**Run 1: floorplan with the power grid**

Drawn at 6 px/um. Pins as bars on the die edge.
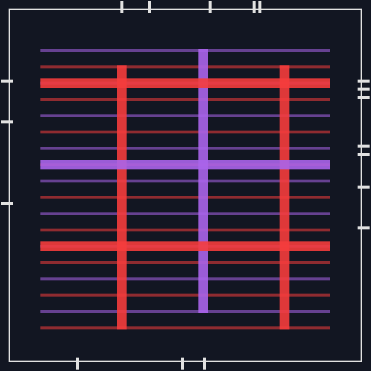
**Run 1: register map, names as in the netlist**

Drawn at 6 px/um. Other sequential cells in the stronger gray, the rest of the logic in the fainter gray.
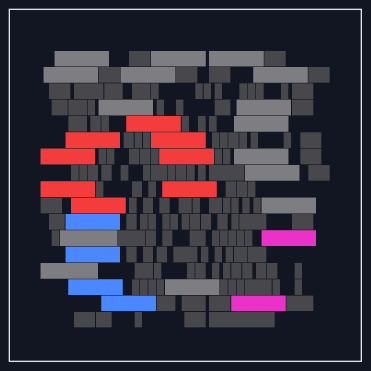
**Run 1: signal wires on met2**

Drawn at 6 px/um.
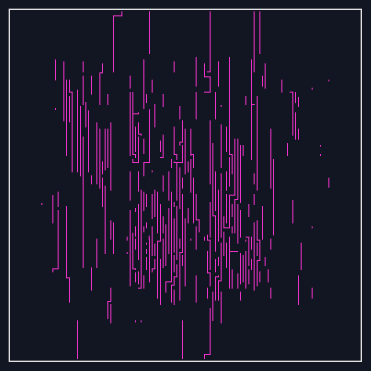
### config.mk
export PLATFORM = sky130hd
export DESIGN_NAME = serial_frame_rx
export DESIGN_NICKNAME = d
export VERILOG_FILES = /design/src/rtl/serial_frame_rx.sv
export SDC_FILE = /design/constraint.sdc
export NUM_CORES = 1
export LEC_CHECK = 0
export ABC_AREA = 1
export CORE_MARGIN = 5
export CORE_UTILIZATION = 57
export DETAILED_ROUTE_END_ITERATION = 7
export PLACE_DENSITY = 0.82
export SLEW_MARGIN = 10
export SYNTH_ARGS = -nofsm -noshare
export SYNTH_HDL_FRONTEND = slang
export SYNTH_SLANG_ARGS = --single-unit
### constraint.sdc
create_clock -name clk -period 3.03 [get_ports clk]
set_input_delay 0.4545 -clock clk [delete_from_list [all_inputs] [get_ports clk]]
set_output_delay 0.4545 -clock clk [all_outputs]
set_load 0.02 [all_outputs]
### src/rtl/serial_frame_rx.sv
`default_nettype none
// ============================================================================
//  Module   : serial_frame_rx
//  Purpose  : Oversampling receiver for start/data(LSB first)/stop frames
//             with a valid/ack output handshake. Optional even parity bit
//             enabled by defining RX_PARITY_EN.
//  Revision : 1.0  initial release
// ============================================================================
module serial_frame_rx #(
    parameter int DATA_BITS  = 8,
    parameter int OVERSAMPLE = 4
) (
    input  logic                 clk,
    input  logic                 rst_n,
    input  logic                 Sample_Enable,
    input  logic                 SerialIn,
    input  logic                 rd_ack,
    output logic [DATA_BITS-1:0] data_out,
    output logic                 data_valid,
    output logic                 frame_err,
    output logic                 overrun,
`ifdef RX_PARITY_EN
    output logic                 parity_err,
    output logic [2:0]           st
`else
    output logic [1:0]           st
`endif
);

    localparam int c_TICK_W = (OVERSAMPLE > 1) ? $clog2(OVERSAMPLE) : 1;
    localparam int c_BIT_W  = $clog2(DATA_BITS + 1);

    localparam logic [c_TICK_W-1:0] c_TICK_MID  = c_TICK_W'(OVERSAMPLE / 2 - 1);
    localparam logic [c_TICK_W-1:0] c_TICK_LAST = c_TICK_W'(OVERSAMPLE - 1);
    localparam logic [c_BIT_W-1:0]  c_BIT_LAST  = c_BIT_W'(DATA_BITS - 1);

`ifdef RX_PARITY_EN
    typedef enum logic [2:0] {
        S_IDLE   = 3'b000,
        S_START  = 3'b001,
        S_DATA   = 3'b010,
        S_STOP   = 3'b011,
        S_PARITY = 3'b100
    } state_t;
    localparam state_t c_AFTER_DATA = S_PARITY;
`else
    typedef enum logic [1:0] {
        S_IDLE  = 2'b00,
        S_START = 2'b01,
        S_DATA  = 2'b10,
        S_STOP  = 2'b11
    } state_t;
    localparam state_t c_AFTER_DATA = S_STOP;
`endif

    state_t                r_state;
    logic                  r_sync1;
    logic                  r_rx;
    logic [c_TICK_W-1:0]   r_tick;
    logic [c_BIT_W-1:0]    r_bit;
    logic [DATA_BITS-1:0]  r_shift;
    logic [DATA_BITS-1:0]  w_shift_next;
    logic                  w_par_ok;

    // New bits enter at the MSB so the first (LSB) bit ends up at bit 0.
    generate
        if (DATA_BITS == 1) begin : g_shift_one
            assign w_shift_next = r_rx;
        end else begin : g_shift_multi
            assign w_shift_next = {r_rx, r_shift[DATA_BITS-1:1]};
        end
    endgenerate

`ifdef RX_PARITY_EN
    logic r_par;
    assign w_par_ok = ((^r_shift) == r_par);
`else
    assign w_par_ok = 1'b1;
`endif

    assign st = r_state;

    always_ff @(posedge clk or negedge rst_n) begin
        if (!rst_n) begin
            r_state    <= S_IDLE;
            r_sync1    <= 1'b1;
            r_rx       <= 1'b1;
            r_tick     <= '0;
            r_bit      <= '0;
            r_shift    <= '0;
            data_out   <= '0;
            data_valid <= 1'b0;
            frame_err  <= 1'b0;
            overrun    <= 1'b0;
`ifdef RX_PARITY_EN
            r_par      <= 1'b0;
            parity_err <= 1'b0;
`endif
        end else begin
            r_sync1   <= SerialIn;
            r_rx      <= r_sync1;
            frame_err <= 1'b0;
            overrun   <= 1'b0;
`ifdef RX_PARITY_EN
            parity_err <= 1'b0;
`endif
            if (rd_ack) begin
                data_valid <= 1'b0;
            end

            if (Sample_Enable) begin
                case (r_state)
                    S_IDLE: begin
                        if (!r_rx) begin
                            r_state <= S_START;
                            r_tick  <= '0;
                        end
                    end
                    S_START: begin
                        if (r_tick == c_TICK_MID) begin
                            if (!r_rx) begin
                                r_state <= S_DATA;
                                r_tick  <= '0;
                                r_bit   <= '0;
                            end else begin
                                r_state <= S_IDLE;
                            end
                        end else begin
                            r_tick <= r_tick + 1'b1;
                        end
                    end
                    S_DATA: begin
                        if (r_tick == c_TICK_LAST) begin
                            r_shift <= w_shift_next;
                            r_tick  <= '0;
                            r_bit   <= r_bit + 1'b1;
                            if (r_bit == c_BIT_LAST) begin
                                r_state <= c_AFTER_DATA;
                            end
                        end else begin
                            r_tick <= r_tick + 1'b1;
                        end
                    end
`ifdef RX_PARITY_EN
                    S_PARITY: begin
                        if (r_tick == c_TICK_LAST) begin
                            r_par   <= r_rx;
                            r_tick  <= '0;
                            r_state <= S_STOP;
                        end else begin
                            r_tick <= r_tick + 1'b1;
                        end
                    end
`endif
                    S_STOP: begin
                        if (r_tick == c_TICK_LAST) begin
                            r_state <= S_IDLE;
                            r_tick  <= '0;
                            if (!r_rx) begin
                                frame_err <= 1'b1;
                            end else if (w_par_ok) begin
                                // A same-cycle ack consumes the old word, so no overrun.
                                data_out   <= r_shift;
                                data_valid <= 1'b1;
                                overrun    <= data_valid & ~rd_ack;
                            end
`ifdef RX_PARITY_EN
                            else begin
                                parity_err <= 1'b1;
                            end
`endif
                        end else begin
                            r_tick <= r_tick + 1'b1;
                        end
                    end
                    default: r_state <= S_IDLE;
                endcase
            end
        end
    end

endmodule
`default_nettype wire

==> datasheet_impl.txt, run 1 <==
Physical implementation characteristics

Parameter                              Value

STA
  Time the worst path needs with I/O delays and setup    2060 ps
  Setup violations, final    0
  Max-slew violation count    0
  Sum of negative setup slack    0 ps
  Final-layout worst hold slack    360 ps
  Hold Violations, Final    0
  Final period utilization    68.0%
  Transition time at the pin with the least slew margin    405 ps
  Worst clock skew on the final layout    10.3 ps
  PnR worst setup slack    969 ps
  RSZ-0062 raised after global routing    false
  F_max    485 MHz
  Remaining max-slew budget at the tightest pin    73.0%

Global routing
  Wire length of the first global-routing pass    4.32 mm
  Total routing resource utilization after global routing    17.2%
  Initial antenna violation count    0
  Total congestion overflow after global routing    0
  Busiest layer in global routing    met2
  Met3 demand-to-capacity share in global routing    8.33%
  Met1 GRT Util    19.9%

Critical path
  Master of the slowest instance on the critical path    clkdlybuf4s50_1
  Number of stages on the worst setup path    1
  Crit-path max cell delay    680 ps
  Crit path to    st[0]
  Launching instance or port of the critical path    st[0]
  Worst setup slack for register-to-register paths    1480 ps
  Sort of element at the end of the critical path    primary output
  Largest delay share family, worst path    buffers and inverters
  Terminus of the critical flop-to-flop path    r_shift[4]
  Type of the worst setup path    flip-flop to primary output
  FF-to-FF Start    r_tick[0]
  CP cell instances    clkdlybuf4s50_1
  Critical Path Source Type    flip-flop
  Worst Reg-to-Reg Cells    8
  Data required time of the worst path    2580 ps
  Combined buffer and inverter count along the critical path    1

Power
  Total power    1.47 mW
  Total power density per cell area    917 nW/um^2
  Clk pwr share    22.3%
  Sequential share of power    41.9%
  Internal power consumption    906 uW
  Power dissipated in combinational cells    525 uW
  Switching share of power    38.2%
  Static leakage power    0.795 nW

Drt
  Via density per instance    5.21
  Detailed-route via count    1,036
  DR DRC count    0
  Routed length on met1    1.02 mm
  Average detailed-routed wire length per instance    12.2 um
  DR WL met3    178 um
  Number of optimization iterations in the first detailed-route pass    5
  Max layer used    met4
  Sum of routed wire length over all layers    2.42 mm

Cells and area
  Non-Filler Instances    199
  Dominant logic cell type in the layout    nand2_1
  Sequential cell count    29
  Area of the multi-input gates    514 sq um
  Cell kind with the greatest summed area    sequential cells
  Relative area of non-clock buffer cells in the final design    11.1%
  Count of non-CTS inverters in the layout    16
  Share of layout cells above drive strength 1    12.3%
  Logic share of the area    32.1%
  Number of clock buffers in the layout    7
  Highest-count cells in the layout ignoring fill and taps    nand2_1, dfrtp_1, clkdlybuf4s50_1, inv_1, nor2_1
  Post-synthesis to final-layout area growth    19.8%
  Filler instances    179
  Clock tree cell share of total cell area    5.32%
  Non-clock buffer total of the final layout    18
  Layout multi-input combinational cell count    100
  Final antenna diode count    0
  Number of nets in the layout    179

Clocking
  Clk slew on worst S/H paths    90 ps
  Max H-tree Level    2
  Count of cells resized by post-cts repair    0
  Post-CTS setup buffer count    0
  Buffers from clock root to sink, at most    2
  CTS tree    built
  Cts-stage hold buffer count    0
  Clock network latency to the later pin of the worst-skew pair    330 ps
  CTS root buffer    clkbuf_4

Logic synthesis
  Most common flop cell mapped by yosys    dfrtp_1
  Cell types with the highest counts after synthesis    nand2_1, dfrtp_1, inv_1, nor2_1, nand3_1
  Seq cells post-synth    29
  Cell count listed in synth_stat.txt    148
  Leading post-synthesis cells by cell area    dfrtp_1, nand2_1, dfstp_2
  Proportion of register bits with asynchronous set or reset after synthesis    100%
  Distinct cells, synth    21
  Compound-Gate Fraction of Synth Area    9.36%
  And+or+nand+nor area frac    24.1%
  Synthesized area per cell    9.03 sq um
  Synthesis warning total    0
  Mux cell area share after synthesis    0%
  Yosys Chip Area    1340 sq um
  FA/HA/MAJ Cells, Area Fraction    3.75%
  XORs/XNORs by Area    1.31%
  Post-synthesis sequential area ratio    54.5%
  Count of flip-flops with a built-in enable after synthesis    0
  Mapped Area    1340 sq um
  Cell type with the highest aggregate area in the netlist    dfrtp_1
  Main logic family after synthesis    simple AND/OR/NAND/NOR gates
  Top-count cell post-synth    nand2_1
  Count of mapped cells out of synthesis    148

Floorplanning
  Taps Inserted    28
  Starting density of the core    59.8%
  Area of the die    3410 sq um
  Row cnt    17
  Number of ports placed on the die boundary    18

Placed design
  Pre-CTS setup slack    1180 ps
  Placed cell count    191
  Cell area after placement    1520 sq um
  DPL Wire Length    1.77 mm
  Port-buffer cells    17

Run
  Tool warnings    28
  Max-Cap Viols    0

Worst hold path
  Hold path startpoint    r_sync1
  Worst Hold Endpoint    r_rx
  Worst hold path class    flip-flop to flip-flop
  Worst hold path cell count    0

Status
  Run status    completed
## Picture notes: 'floorplan with the power grid'
Key: VDD = purple; VSS = red
18 met1 rails follow the rows. 3 straps on met5. 3 straps on met4. The core has 17 rows. 18 signal pins sit on the boundary.
core area: 2230 sq um
width of the die: 58.4 um
Chip Height: 58.4 um

## Picture notes: 'register map, names as in the netlist'
Key: r_bit = blue [placed flops 4, where bottom left]; r_shift = red [placed flops 8]; r_tick = magenta [placed flops 2]
Another 15 sequential cells are not colored.
area taken by flip-flops and latches: 728 sq um
reported sequential group power: 615 uW
fraction of area in registers: 45.5%
Final Util: 71.7%

## Picture notes: 'signal wires on met2'
147 nets have wire on it. The longest straight run is 21.8 um. The wires run mostly vertical. The layer carries 1,140 um of wire. The layer holds 47% of the routed length.

## Run 2: what changed since run 1
--- a/config.mk
+++ b/config.mk
@@ -7,9 +7,9 @@
 export LEC_CHECK = 0
 export ABC_AREA = 1
 export CORE_MARGIN = 5
-export CORE_UTILIZATION = 57
+export CORE_UTILIZATION = 48
 export DETAILED_ROUTE_END_ITERATION = 7
-export PLACE_DENSITY = 0.82
+export PLACE_DENSITY = 0.74
 export SLEW_MARGIN = 10
 export SYNTH_ARGS = -nofsm -noshare
 export SYNTH_HDL_FRONTEND = slang
==> constraint.sdc (replaced) <==
create_clock -name clk -period 1.86 [get_ports clk]
set_input_delay 0.279 -clock clk [delete_from_list [all_inputs] [get_ports clk]]
set_output_delay 0.279 -clock clk [all_outputs]
set_load 0.02 [all_outputs]
**Run 2: register map, names as in the netlist**

Drawn at 6 px/um. Other sequential cells in the stronger gray, the rest of the logic in the fainter gray.
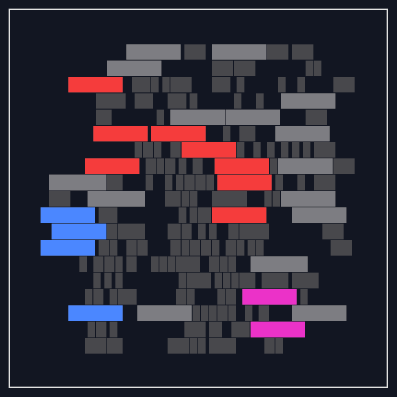
Key: r_tick = magenta [placed flops 2]; r_shift = red [placed flops 8, where middle]; r_bit = blue [placed flops 4, where left middle]
Another 15 sequential cells are not colored.

==> run 2 against run 1 <==
Setup slack got worse by 860 ps. First-iteration DRC count rose by 110%. Clock-buffer cell count did not move. Clock power rose by 31%. Final cell count rose by 1.5%. Power rose by 56%. Critical endpoint is now st[1]. Wire length barely moved. Die size rose by 15%. Area after synthesis did not move. Synthesized cell count did not move.
==> datasheet_impl.txt, run 2 <==
Physical implementation characteristics

Parameter                              Value

STA
  Remaining max-slew budget at the tightest pin    76.3%
  Sum of negative setup slack    0 ps
  Hold Violations, Final    0
  Final-layout worst hold slack    326 ps
  Max-slew violation count    0
  PnR worst setup slack    109 ps

Global routing
  Busiest layer in global routing    met2
  Met1 GRT Util    17.0%
  Initial antenna violation count    0
  Total routing resource utilization after global routing    14.0%
  Total congestion overflow after global routing    0

Cells and area
  Post-synthesis to final-layout area growth    19.0%
  Number of nets in the layout    179
  Sequential cell count    29
  Final Util    58.7%
  Final antenna diode count    0
  Non-Filler Instances    202
  Dominant logic cell type in the layout    nand2_1
  Fraction of area in registers    45.9%
  Layout multi-input combinational cell count    100
  Non-clock buffer total of the final layout    18
  Highest-count cells in the layout ignoring fill and taps    nand2_1, dfrtp_1, clkdlybuf4s50_1, inv_1, nor2_1
  Share of layout cells above drive strength 1    13.5%
  Cell kind with the greatest summed area    sequential cells
  Area of the multi-input gates    514 sq um
  Logic share of the area    32.3%
  Clock tree cell share of total cell area    4.41%

Logic synthesis
  Leading post-synthesis cells by cell area    dfrtp_1, nand2_1, dfstp_2
  Compound-Gate Fraction of Synth Area    9.36%
  Count of mapped cells out of synthesis    148
  Distinct cells, synth    21
  Most common flop cell mapped by yosys    dfrtp_1
  XORs/XNORs by Area    1.31%
  FA/HA/MAJ Cells, Area Fraction    3.75%
  Cell types with the highest counts after synthesis    nand2_1, dfrtp_1, inv_1, nor2_1, nand3_1
  Count of flip-flops with a built-in enable after synthesis    0
  Cell type with the highest aggregate area in the netlist    dfrtp_1
  And+or+nand+nor area frac    24.1%
  Proportion of register bits with asynchronous set or reset after synthesis    100%
  Yosys Chip Area    1340 sq um
  Mux cell area share after synthesis    0%
  Top-count cell post-synth    nand2_1
  Seq cells post-synth    29
  Cell count listed in synth_stat.txt    148
  Mapped Area    1340 sq um

Worst hold path
  Worst hold path class    primary input to asynchronous set/reset pin

Floorplanning
  Starting density of the core    49.3%
  Row cnt    19
  Taps Inserted    31
  Number of ports placed on the die boundary    18
  Core area    2710 sq um
  Chip Height    62.8 um

Power
  Total power    2.28 mW
  Total power density per cell area    1440 nW/um^2
  Static leakage power    0.790 nW
  Internal power consumption    1.38 mW
  Sequential share of power    44.2%
  Reported sequential group power    1.01 mW

Critical path
  Combined buffer and inverter count along the critical path    1
  Number of stages on the worst setup path    1
  Crit-path max cell delay    660 ps
  Largest delay share family, worst path    buffers and inverters
  Crit path to    st[1]
  Type of the worst setup path    flip-flop to primary output
  Sort of element at the end of the critical path    primary output
  Worst Reg-to-Reg Cells    8
  FF-to-FF Start    r_tick[0]
  Worst setup slack for register-to-register paths    320 ps
  Critical Path Source Type    flip-flop
  Master of the slowest instance on the critical path    clkdlybuf4s50_1

Drt
  DR WL met3    95 um
  Detailed-route via count    994
  Routed length on met1    1.12 mm
  DR DRC count    0
  Max layer used    met4
  Via density per instance    4.92
  Average detailed-routed wire length per instance    12.0 um

Clocking
  CTS tree    built
  Buffers from clock root to sink, at most    2
  Post-CTS setup buffer count    0
  Max H-tree Level    2
  Count of cells resized by post-cts repair    1

Placed design
  DPL Wire Length    1.75 mm
  Port-buffer cells    17
  Pre-CTS setup slack    132 ps
  Cell area after placement    1520 sq um

Status
  Run status    completed
**Run 2: the clock network**

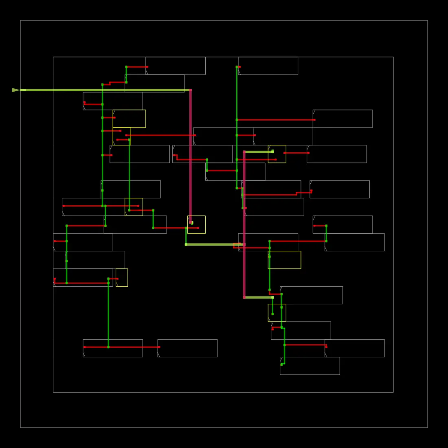
clock buffers created by TritonCTS: 5
worst clock skew on the final layout: 8.29 ps
clock network latency to the later pin of the worst-skew pair: 320 ps
number of clock buffers in the layout: 7

Power figures rest on the tool's default switching activity, not on a simulated workload.
